--- config.mk ---
export PLATFORM = sky130hd
export DESIGN_NAME = fg_design
export DESIGN_NICKNAME = d
export VERILOG_FILES = /design/src/rtl/fg_design.sv
export SDC_FILE = /design/constraint.sdc
export NUM_CORES = 1
export LEC_CHECK = 0
export CAP_MARGIN = 20
export CORE_MARGIN = 5
export CORE_UTILIZATION = 62
export CTS_CLUSTER_DIAMETER = 50
export DETAILED_ROUTE_END_ITERATION = 8
export PLACE_DENSITY_LB_ADDON = 0.08
export SYNTH_ARGS = -nofsm -noshare
export SYNTH_HDL_FRONTEND = slang
export SYNTH_SLANG_ARGS = --single-unit
--- constraint.sdc ---
create_clock -name clk -period 6.2 [get_ports clk]
set_input_delay 1.86 -clock clk [delete_from_list [all_inputs] [get_ports clk]]
set_output_delay 1.86 -clock clk [all_outputs]
set_load 0.02 [all_outputs]
--- src/rtl/fg_design.sv ---
// Sequential factorial generator: one multiply per clock, low 32 bits of N!
// with a sticky overflow flag and a start/busy/done handshake.
module fg_design (
    input  logic        clk,
    input  logic        rst_n,
    input  logic        start,
    input  logic [3:0]  N,
    output logic [31:0] FACT,
    output logic        ovf,
    output logic        busy,
    output logic        done
);

    // state | meaning
    // IDLE  | waiting for start; FACT/ovf hold the last result
    // CALC  | multiplying acc by cnt down to 2, then publishing the result
    typedef enum logic {IDLE, CALC} state_t;

    state_t      state_q, state_d;
    logic [31:0] acc_q, acc_d;
    logic [3:0]  cnt_q, cnt_d;
    logic        ovf_acc_q, ovf_acc_d;
    logic [31:0] fact_q, fact_d;
    logic        ovf_q, ovf_d;
    logic        busy_q, busy_d;
    logic        done_q, done_d;
    logic [35:0] prod;

    always_comb begin
        state_d   = state_q;
        acc_d     = acc_q;
        cnt_d     = cnt_q;
        ovf_acc_d = ovf_acc_q;
        fact_d    = fact_q;
        ovf_d     = ovf_q;
        busy_d    = busy_q;
        done_d    = 1'b0;
        prod      = {4'b0000, acc_q} * {32'd0, cnt_q};

        case (state_q)
            IDLE: begin
                if (start) begin
                    acc_d     = 32'd1;
                    cnt_d     = N;
                    ovf_acc_d = 1'b0;
                    busy_d    = 1'b1;
                    state_d   = CALC;
                end
            end
            CALC: begin
                if (cnt_q <= 4'd1) begin
                    fact_d  = acc_q;
                    ovf_d   = ovf_acc_q;
                    done_d  = 1'b1;
                    busy_d  = 1'b0;
                    state_d = IDLE;
                end else begin
                    // acc stays exact until the first carry into bit 32; the flag then sticks
                    acc_d     = prod[31:0];
                    ovf_acc_d = ovf_acc_q | (|prod[35:32]);
                    cnt_d     = cnt_q - 4'd1;
                end
            end
            default: state_d = IDLE;
        endcase
    end

    always_ff @(posedge clk) begin
        if (!rst_n) begin
            state_q   <= IDLE;
            acc_q     <= 32'd1;
            cnt_q     <= 4'd0;
            ovf_acc_q <= 1'b0;
            fact_q    <= 32'd0;
            ovf_q     <= 1'b0;
            busy_q    <= 1'b0;
            done_q    <= 1'b0;
        end else begin
            state_q   <= state_d;
            acc_q     <= acc_d;
            cnt_q     <= cnt_d;
            ovf_acc_q <= ovf_acc_d;
            fact_q    <= fact_d;
            ovf_q     <= ovf_d;
            busy_q    <= busy_d;
            done_q    <= done_d;
        end
    end

    assign FACT = fact_q;
    assign ovf  = ovf_q;
    assign busy = busy_q;
    assign done = done_q;

endmodule

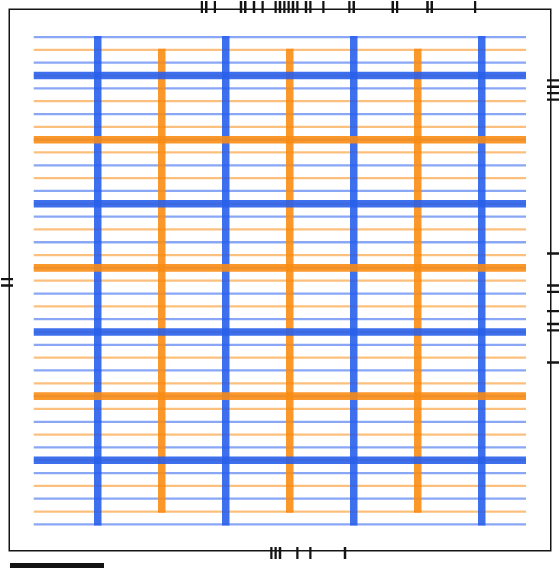
**Above:** run 1 (PDN straps and rails).
The bar under the picture is 20 um long. Pins as bars on the die edge.
VDD -> orange
VSS -> blue
met1 rails = 39
met4 straps = 7
rows = 38
signal pins = 42

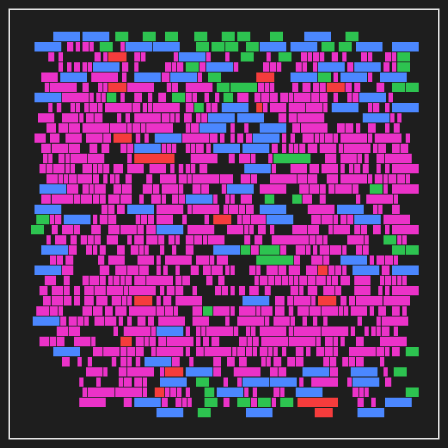
**Above:** run 1 (placed cells, one color a class).
remaining logic cells -> magenta  # cells 755, share of their area 70%
registers -> blue  # cells 73, share of their area 20%
clock drivers and dummy loads -> red  # cells 16, share of their area 3.1%
remaining buffers and delay cells -> green  # cells 53, share of their area 7.6%
final core utilization: 0.7013
placement row count: 38
flop share of the area: 0.1931
final instance area: 7569 um2
core region area: 10,790 um2

==> qor.txt, run 1 <==
PostCTS Resize Cnt = 0
maxcap violations = 0
met1 Use GR = 0.3561
Max Slew Vio Count = 0
Worst EP arrival = 4910 ps
met2 WL = 8.116 mm
cell count in the Yosys report = 874
Top pwr grp = registers
Logic pwr share = 0.138
WL final = 17.13 mm
worst setup path end = ovf_acc_q
Post-CTS Setup Bufs = 0
syn_nets = 983
Routed WL per cell = 16.52 um
Num CTS Buffers = 9
Sink Count = 73
yosys warning tally = 0
Logic area = 4706 um2
worst hold slack = 459.0 ps
fin nets = 1,001
Clk Tree Root Cell = clkbuf_8
kind of end point of the critical path = flop
worst vdd ir = 125.8 uV
sequential power share = 0.454
DR vias/cell = 5.778
Post-Syn Area = 6776 um2
Post-DP HPWL = 12.45 mm
fillers = 886
final-report setup violation count = 0
die area = 13,120 um2
Reg-to-Reg End = ovf_acc_q
crit path launch type = flop
non-filler cells, final = 1,037
CTS H-tree lvls = 3
share of flip-flops with an asynchronous set or reset = 0
I/O pin cnt = 42
Commonest cells post-synth = 141 x nand2_1, 116 x inv_1, 93 x and2_1
cycle use final = 0.7484
Hold Violations, Final = 0
Die H = 114.5 um
Flop area = 1461 um2
Hold Crit Depth = 2
placed cell count = 1,017
first-pass GRT wire length = 29.62 mm
worst-margin pin slew = 907.1 ps
FF-to-FF path depth = 14
setup slack, reg-to-reg = 1560 ps
grt met3 use = 0.06184
Max Clock Freq = 215.5 MHz
syn_area_per_cell = 7.753 um2
Largest cells by area = dfxtp_1 22%, fa_1 18%, and2_1 8.6%
clk buf depth = 2
share of cells above drive strength 1 = 0.04125
count of library flops with an enable pin = 0
Cells after Synth = 874
Total GRT Usage = 0.2834
YS chip area = 6776 um2
detailed-route DRC error count = 0
met2 Use GR = 0.4602
Clk pin slew, worst setup/hold paths = 80 ps
iteration-0 DRC count of the detailed router = 464
Worst Setup SP = cnt_q[2]
Unique cell types = 54
combinational gate power = 150 uW
Port Buf Inserts = 41
LEAKAGE = 3.335 nW
Sequential Power = 493 uW
Initial Utilization = 0.6279
DIE WIDTH = 114.5 um
vias in the first global route = 6,157
ys flops = 73
WS Path Type = flop to flop
NetSw = 327.6 uW
Late-Pin Clk Latency = 380 ps
GP Congestion = 0.9737
post-synth top area cell = dfxtp_1
Setup TNS = 0 ps
met3 routed WL = 1.144 mm
vias = 5,992
initial antenna violation count = 0
GR peak layer = met2
RSZ-0062 raised after global routing = no
status = complete, no violations
relative slew slack = 0.3930
overall power = 1.087 mW
largest net degree at the start of global routing = 64
Post-synth seq share = 0.2157
cts hold-fix bufs = 0
ys flop type = dfxtp_1
M1 WL = 7.262 mm
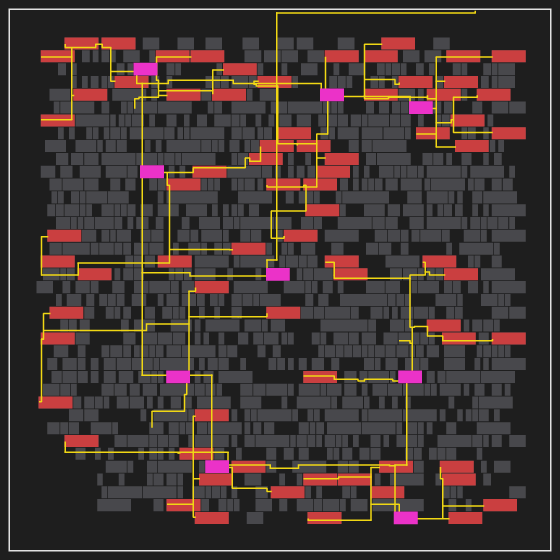
**Above:** run 1 (clock network drawn from the DEF).
flip-flops -> red  # count 73
clock-net drivers -> magenta  # count 9
clock wires -> yellow  # length 1,170 um
flops lie = spread over the die
clock-net power: 444 uW
skew final: 9.898 ps

## run 1: worst max-delay path, cell delays in order (launching register included)
cell	delay (ps)
dfxtp_1	790
nand2_1	190
fa_1	550
inv_1	60
fa_1	540
ha_1	330
a211oi_1	80
o21a_1	250
a2111oi_4	430
o311a_1	280
o31ai_2	120
or4_4	530
o21ai_2	90
xnor2_1	150
a41oi_2	120
## run 1: layout make-up
cell class,count,area share
clock buffer,10,0.01818
clock inverter,6,0.01174
inverter,117,0.05803
multi-input combinational,638,0.6218
sequential,73,0.1931
tap,140,0.02314
timing repair buffer,53,0.07406
## run 1: flip-flops by register name, indices dropped and copies added (netlist names)
signal and cells:
ovf_acc_q 1, ovf 1, state_q 1, cnt_q 4, acc_q 32, FACT 32, done 1, busy 1
## run 1: per-stage QoR
| stage | cell area [um2] | setup slack, ps |
|---|---|---|
| finish | 7569 | 1560 |
| global route | 7569 | 1243 |
| CTS | 7478 | 1214 |
| detailed placement | 7252 | 1209 |
| global placement | 7252 | 1402 |
| floorplan | 6777 | 1967 |
## run 1: cell usage in the layout (no fill, tap or decap), types with 8 or more instances in the layout
master	count
nand2_1	141
inv_1	116
and2_1	93
a21oi_1	86
dfxtp_1	73
fa_1	60
ha_1	42
clkdlybuf4s50_1	41
nor2_1	30
nand3_1	29
o21ai_0	19
xnor2_1	19
a21o_1	15
clkbuf_8	10
a31oi_1	9
xor2_1	9
a211oi_1	8
buf_4	8
## run 1: kinds of logic (layout without fill, tap and decap cells)
kind of cell,after synthesis,in the layout,share of synthesized area
simple gates,327,327,0.2356
buf+inv,163,186,0.09029
compound gates,179,179,0.1643
xor+xnor,28,28,0.03619
mux,2,2,0.003139
flops,73,73,0.2157
fa+ha+maj,102,102,0.2548
**Run 1: congestion heat map**

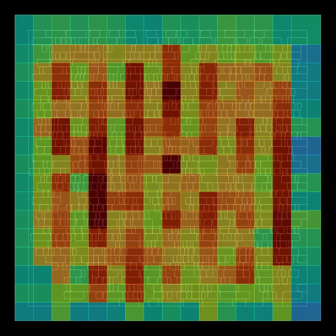

==> run 2: changes to the inputs <==
--- a/config.mk
+++ b/config.mk
@@ -7,7 +7,7 @@
 export LEC_CHECK = 0
 export CAP_MARGIN = 20
 export CORE_MARGIN = 5
-export CORE_UTILIZATION = 62
+export CORE_UTILIZATION = 61
 export CTS_CLUSTER_DIAMETER = 50
 export DETAILED_ROUTE_END_ITERATION = 8
 export PLACE_DENSITY_LB_ADDON = 0.08
==> constraint.sdc (replaced) <==
create_clock -name clk -period 4.6 [get_ports clk]
set_input_delay 1.38 -clock clk [delete_from_list [all_inputs] [get_ports clk]]
set_output_delay 1.38 -clock clk [all_outputs]
set_load 0.02 [all_outputs]
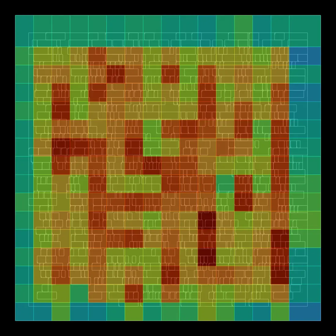
**Above:** run 2 (congestion heat map).
Routed WL per cell: 17.00 um
GR peak layer: met2

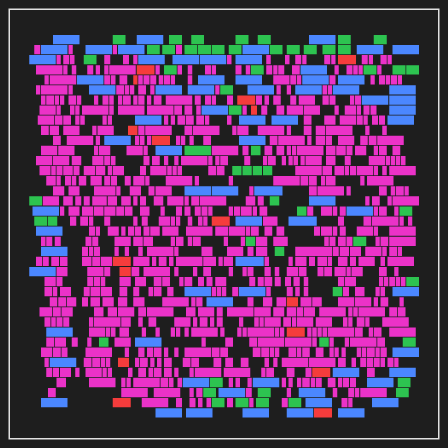
**Above:** run 2 (placed cells, one color a class).
clock drivers and dummy loads -> red  # cells 16, share of their area 2.5%
remaining buffers and delay cells -> green  # cells 55, share of their area 7.2%
remaining logic cells -> magenta  # cells 755, share of their area 70%
registers -> blue  # cells 73, share of their area 20%
core region area: 10,890 um2
flop share of the area: 0.1955
final instance area: 7496 um2

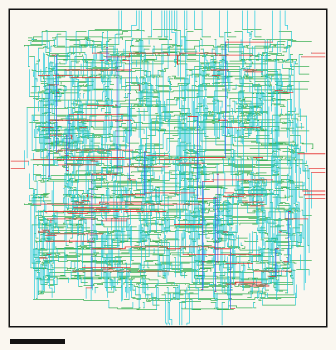
**Above:** run 2 (signal wires by layer).
The bar under the picture is 20 um long.
M3 -> red  # wire length 1,070 um
M4 -> blue  # wire length 470 um
M1 -> green  # wire length 7,690 um
M2 -> cyan  # wire length 8,430 um

==> qor.txt, run 2 <==
Logic area = 4708 um2 (was 4706 um2)
Clk Tree Root Cell = clkbuf_8 (unchanged)
clock-net power = 502 uW (was 444 uW)
syn_nets = 983 (unchanged)
largest net degree at the start of global routing = 39 (was 64)
Hold Crit Depth = 2 (unchanged)
crit path launch type = flop (unchanged)
Flop area = 1465 um2 (was 1461 um2)
Unique cell types = 54 (unchanged)
yosys warning tally = 0 (unchanged)
sequential power share = 0.493 (was 0.454)
status = complete, no violations (unchanged)
Clk pin slew, worst setup/hold paths = 90 ps (was 80 ps)
vias = 6,075 (was 5,992)
CTS H-tree lvls = 3 (unchanged)
buffering overhead = 0.07044 (was 0.07406)
count of library flops with an enable pin = 0 (unchanged)
cycle use final = 0.9611 (was 0.7484)
I/O pin cnt = 42 (unchanged)
LEAKAGE = 3.311 nW (was 3.335 nW)
Post-Syn Area = 6776 um2 (unchanged)
maxcap violations = 0 (unchanged)
number of non-clock inverters = 117 (unchanged)
most frequent cells in the layout = 141 x nand2_1, 116 x inv_1, 93 x and2_1, 86 x a21oi_1, 70 x dfxtp_1 (was 141 x nand2_1, 116 x inv_1, 93 x and2_1, 86 x a21oi_1, 73 x dfxtp_1)
ys flops = 73 (unchanged)
share of flip-flops with an asynchronous set or reset = 0 (unchanged)
Non-CTS buffers = 55 (was 53)
Initial Utilization = 0.6224 (was 0.6279)
Clock-cell share = 0.02404 (was 0.02992)
cts hold-fix bufs = 0 (unchanged)
WS Path Type = flop to flop (unchanged)
crit-path leading delay family = adder cells (unchanged)
number of sequential cells = 73 (unchanged)
die area = 13,320 um2 (was 13,120 um2)
Num CTS Buffers = 9 (unchanged)
Worst EP arrival = 4680 ps (was 4910 ps)
Setup TNS = 0 ps (unchanged)
ys flop type = dfxtp_1 (unchanged)
clk buf depth = 2 (unchanged)
Late-Pin Clk Latency = 390 ps (was 380 ps)
multi-input gates = 638 (unchanged)
final-report setup violation count = 0 (unchanged)
WL final = 17.66 mm (was 17.13 mm)
Commonest Layout Cell = nand2_1 (unchanged)
FF-to-FF path depth = 15 (was 14)
placement row count = 38 (unchanged)
met2 Use GR = 0.4722 (was 0.4602)
Crit path buffers/inverters = 2 (was 1)
placed cell count = 1,023 (was 1,017)
Post-synth seq share = 0.2157 (unchanged)
Reg-to-Reg End = ovf_acc_q (unchanged)
fin nets = 1,003 (was 1,001)
Commonest cells post-synth = 141 x nand2_1, 116 x inv_1, 93 x and2_1 (unchanged)
YS chip area = 6776 um2 (unchanged)
crit-path max cell delay = 550 ps (was 790 ps)
Top pwr grp = registers (unchanged)
share of cells above drive strength 1 = 0.04672 (was 0.04125)
syn_area_per_cell = 7.753 um2 (unchanged)
combinational fraction of the cell area = 0.6281 (was 0.6218)
grt met3 use = 0.05000 (was 0.06184)
RSZ-0062 raised after global routing = no (unchanged)
Max Clock Freq = 226.2 MHz (was 215.5 MHz)
worst vdd ir = 127.0 uV (was 125.8 uV)
Logic pwr share = 0.138 (about the same)
Port Buf Inserts = 41 (unchanged)
DR vias/cell = 5.847 (was 5.778)
M1 WL = 7.686 mm (was 7.262 mm)
non-filler cells, final = 1,039 (was 1,037)
met1 Use GR = 0.3751 (was 0.3561)
-- run 2: cell types whose count changed in the layout (fill, tap and decap cells not counted), sizes merged --
| cell | delta |
|---|---|
| clkinv | +1 |
| clkinvlp | -1 |
| bufinv | -2 |
| buf | +2 |
| inv | +1 |
| clkbuf | +1 |
-- run 2: cells by family after synthesis --
logic type	Yosys count	share of synthesized area
multiplexers	2	0.003139
AND/OR/NAND/NOR	327	0.2356
flip-flops	73	0.2157
buffers and inverters	163	0.09029
adder cells (fa/ha/maj)	102	0.2548
XOR/XNOR	28	0.03619
AND-OR/OR-AND	179	0.1643
-- run 2: metrics by stage --
| stage | hold slack (ps) | util | cell area [um2] | worst slack [ps] | total power [mW] |
|---|---|---|---|---|---|
| 2_1_floorplan | 445.5 | - | 6777 | 366.9 | 0.7895 |
| 3_3_place_gp | 441.8 | 0.6716 | 7312 | 209.1 | 0.8574 |
| 3_5_place_dp | 446.9 | 0.6716 | 7312 | 47.46 | 0.8656 |
| 4_1_cts | 458.2 | 0.6881 | 7492 | 64.01 | 1.364 |
| 5_1_grt | 482.6 | 0.6885 | 7496 | 17.27 | 1.415 |
| 6_report | 457.9 | 0.6885 | 7496 | 178.9 | 1.358 |
-- run 2: worst max path at each step --
stage                     startpoint        end  slack, ps  depth (start not counted)
after floorplan             cnt_q[3]  ovf_acc_q        370                         16
after global placement      cnt_q[3]  ovf_acc_q        210                         14
after detailed placement    cnt_q[3]  ovf_acc_q         50                         14
after CTS                   cnt_q[3]  ovf_acc_q         60                         14
after global routing        cnt_q[3]  acc_q[30]         20                         14
final                       cnt_q[3]  ovf_acc_q        180                         15
-- run 2: what timing repair did --
action                                 4_1_cts  5_1_grt
endpoints found under the hold margin        0        0
setup endpoints to repair                    0        7
resized                                      0        3
==> run 3: changes to the inputs <==
--- a/config.mk
+++ b/config.mk
@@ -11,6 +11,7 @@
 export CTS_CLUSTER_DIAMETER = 50
 export DETAILED_ROUTE_END_ITERATION = 8
 export PLACE_DENSITY_LB_ADDON = 0.08
+export SLEW_MARGIN = 20
 export SYNTH_ARGS = -nofsm -noshare
 export SYNTH_HDL_FRONTEND = slang
 export SYNTH_SLANG_ARGS = --single-unit
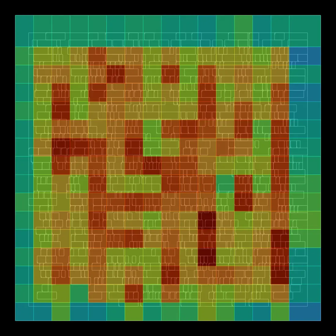
**Above:** run 3 (congestion heat map).
met2 Use GR: 0.4722
grt met3 use: 0.05000
final core utilization: 0.6885

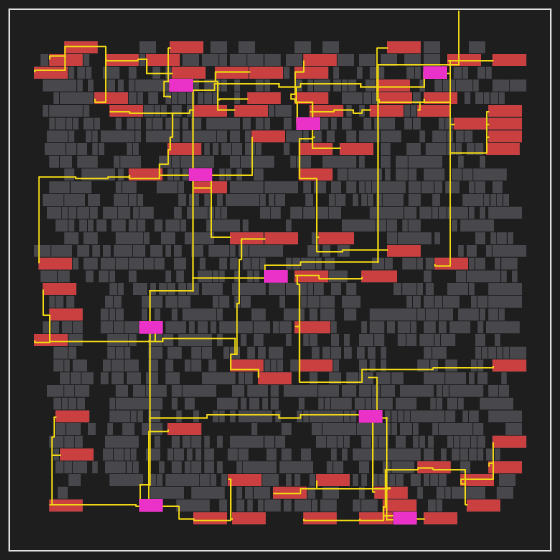
**Above:** run 3 (clock network drawn from the DEF).
clock-net drivers -> magenta  # count 9
flip-flops -> red  # count 73
clock wires -> yellow  # length 1,230 um
flops lie = spread over the die
Late-Pin Clk Latency: 390 ps
clock share of power: 0.369
clock-net power: 502 uW

==> qor.txt, run 3 <==
status = complete, no violations (unchanged)
crit-path cells = and2_1 > fa_1 > inv_1 > fa_1 > inv_1 > ha_1 > and3_1 > o311ai_1 > a2111oi_4 > o311a_1 > o31ai_2 > or4_4 > o21ai_2 > xnor2_1 > a41oi_2 (unchanged)
fin nets = 1,003 (unchanged)
Port Buf Inserts = 41 (unchanged)
Post-Syn Area = 6776 um2 (unchanged)
count leader, synth = nand2_1 (unchanged)
Sink Count = 73 (unchanged)
Cells after Synth = 874 (unchanged)
Clk pin slew, worst setup/hold paths = 90 ps (about the same)
setup ws final = 178.9 ps (unchanged)
GRT overflow = 0 (unchanged)
setup slack, reg-to-reg = 180 ps (about the same)
vias in the first global route = 6,229 (unchanged)
Logic area = 4708 um2 (unchanged)
cts hold-fix bufs = 0 (unchanged)
CTS H-tree lvls = 3 (unchanged)
worst hold slack = 457.9 ps (unchanged)
core region area = 10,890 um2 (unchanged)
crit-path max FO = 20 (unchanged)
Commonest Layout Cell = nand2_1 (unchanged)
Worst EP arrival = 4680 ps (about the same)
worst-margin pin slew = 909.6 ps (unchanged)
final instance area = 7496 um2 (unchanged)
Max Slew Vio Count = 0 (unchanged)
maxcap violations = 0 (unchanged)
Area leader share = 0.2157 (unchanged)
final-report setup violation count = 0 (unchanged)
fillers = 931 (unchanged)
hold_sp = FACT[19] (unchanged)
first-pass GRT wire length = 30.25 mm (unchanged)
FF-to-FF path depth = 15 (unchanged)
critical path's slowest cell = fa_1 (unchanged)
Num CTS Buffers = 9 (unchanged)
Tool Warnings = 27 (unchanged)
LEAKAGE = 3.311 nW (unchanged)
post-synth top area cell = dfxtp_1 (unchanged)
WS Path Type = flop to flop (unchanged)
yosys warning tally = 0 (unchanged)
largest net degree at the start of global routing = 39 (unchanged)
PwrDens = 181.1 nW/um2 (unchanged)
fin crit period = 4421 ps (unchanged)
share of cells above drive strength 1 = 0.04672 (unchanged)
Hold Violations, Final = 0 (unchanged)
Flop area = 1465 um2 (unchanged)
cell count in the Yosys report = 874 (unchanged)
Post-synth seq share = 0.2157 (unchanged)
detailed-route DRC error count = 0 (unchanged)
crit-path max cell delay = 550 ps (about the same)
Crit path buffers/inverters = 2 (unchanged)
GP Congestion = 0.9554 (unchanged)
crit path launch type = flop (unchanged)
Crit Reg-Reg Startpoint = cnt_q[3] (unchanged)
Largest cells by area = dfxtp_1 22%, fa_1 18%, and2_1 8.6% (unchanged)
PostCTS Resize Cnt = 0 (unchanged)
syn_area_per_cell = 7.753 um2 (unchanged)
die area = 13,320 um2 (unchanged)
Reg-to-Reg End = ovf_acc_q (unchanged)
kind of end point of the critical path = flop (unchanged)
iteration-0 DRC count of the detailed router = 467 (unchanged)
placement row count = 38 (unchanged)
initial antenna violation count = 0 (unchanged)
crit-path leading delay family = adder cells (unchanged)
post-route antenna net violation count = 0 (unchanged)
clk buf depth = 2 (unchanged)
syn_nets = 983 (unchanged)
Worst Hold Path EP = FACT[19] (unchanged)
DR vias/cell = 5.847 (unchanged)
share of flip-flops with an asynchronous set or reset = 0 (unchanged)
count of library flops with an enable pin = 0 (unchanged)
Post-CTS Setup Bufs = 0 (unchanged)
RSZ-0062 raised after global routing = no (unchanged)
WL final = 17.66 mm (unchanged)
non-filler cells, final = 1,039 (unchanged)
ys flops = 73 (unchanged)
HP Class = flop to flop (unchanged)
vias = 6,075 (unchanged)
skew final = 12.32 ps (unchanged)
cycle use final = 0.9611 (unchanged)
Commonest cells post-synth = 141 x nand2_1, 116 x inv_1, 93 x and2_1 (unchanged)
Synth-to-Final Area Change = 10.62% (unchanged)
Antenna Cells = 0 (unchanged)
ys flop type = dfxtp_1 (unchanged)
CTS tree = done (unchanged)
placed cell count = 1,023 (unchanged)
Pre-antenna DRT Iters = 6 (unchanged)
Area after DPL = 7312 um2 (unchanged)
Routed WL per cell = 17.00 um (unchanged)
WP data required = 4860 ps (about the same)
most frequent cells in the layout = 141 x nand2_1, 116 x inv_1, 93 x and2_1, 86 x a21oi_1, 70 x dfxtp_1 (unchanged)
Hold Crit Depth = 2 (unchanged)
Unique cell types = 54 (unchanged)
Initial Utilization = 0.6224 (unchanged)
Clk Tree Root Cell = clkbuf_8 (unchanged)
Post-DP HPWL = 13.02 mm (unchanged)
post-placement setup slack = 47.46 ps (unchanged)
overall power = 1.358 mW (unchanged)
I/O pin cnt = 42 (unchanged)
relative slew slack = 0.3936 (unchanged)
Total GRT Usage = 0.2860 (unchanged)
YS chip area = 6776 um2 (unchanged)
Setup TNS = 0 ps (unchanged)
Max Clock Freq = 226.2 MHz (unchanged)
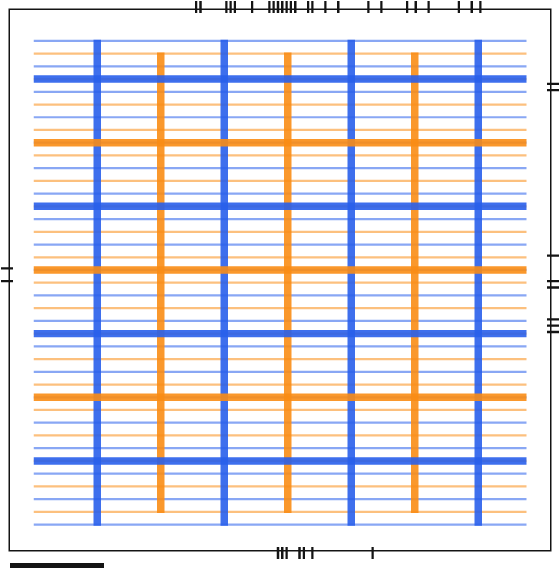
**Above:** run 3 (PDN straps and rails).
The bar under the picture is 20 um long. Pins as bars on the die edge.
VDD -> orange
VSS -> blue
met5 straps = 7
rows = 38
met1 rails = 39
met4 straps = 7
signal pins = 42
worst vdd ir: 127.0 uV
Die H: 115.4 um
DIE WIDTH: 115.4 um

## run 3: cell counts in the layout (fill, tap and decap cells not counted)
Identical to the previous run, type by type.
## run 3: worst max path at each step
| stage | cells past startpoint | slack (ps) | from | endpoint |
|---|---|---|---|---|
| 2_1_floorplan | 16 | 370 | cnt_q[3] | ovf_acc_q |
| 3_3_place_gp | 14 | 210 | cnt_q[3] | ovf_acc_q |
| 3_5_place_dp | 14 | 50 | cnt_q[3] | ovf_acc_q |
| 4_1_cts | 14 | 60 | cnt_q[3] | ovf_acc_q |
| 5_1_grt | 14 | 20 | cnt_q[3] | acc_q[30] |
| 6_report | 15 | 180 | cnt_q[3] | ovf_acc_q |
## run 3: area by class of cell
type,count,area share
clock buffers,11,0.01886
clock inverters,5,0.005174
inverters,117,0.05859
multi-input cells,638,0.6281
flip-flops and latches,73,0.1955
well taps,140,0.02337
repair buffers,55,0.07044
## run 3: logic make-up (layout without fill, tap and decap cells)
kind of cell | count (synthesis) | after routing | synth area share
buffers and inverters | 163 | 188 | 0.09029
flip-flops | 73 | 73 | 0.2157
XOR/XNOR | 28 | 28 | 0.03619
adder cells (fa/ha/maj) | 102 | 102 | 0.2548
multiplexers | 2 | 2 | 0.003139
AND-OR/OR-AND | 179 | 179 | 0.1643
AND/OR/NAND/NOR | 327 | 327 | 0.2356
## run 3: layer usage
metal | track usage | vias up | share of wire
li1 | - | 2884 | -
met1 | 0.3751 | 2944 | 0.44
met2 | 0.4722 | 207 | 0.48
met3 | 0.05000 | 40 | 0.061
met4 | 0.1088 | 0 | 0.027
met5 | 0 | - | 0
## run 3: power by group
group / switching [mW] / leakage, nW / internal (mW)
sequential: 0.0272 / 0.590 / 0.642
combinational: 0.135 / 2.63 / 0.0519
clock: 0.287 / 0.0903 / 0.215
total: 0.449 / 3.31 / 0.908
Power is estimated from default activity; no workload was simulated.
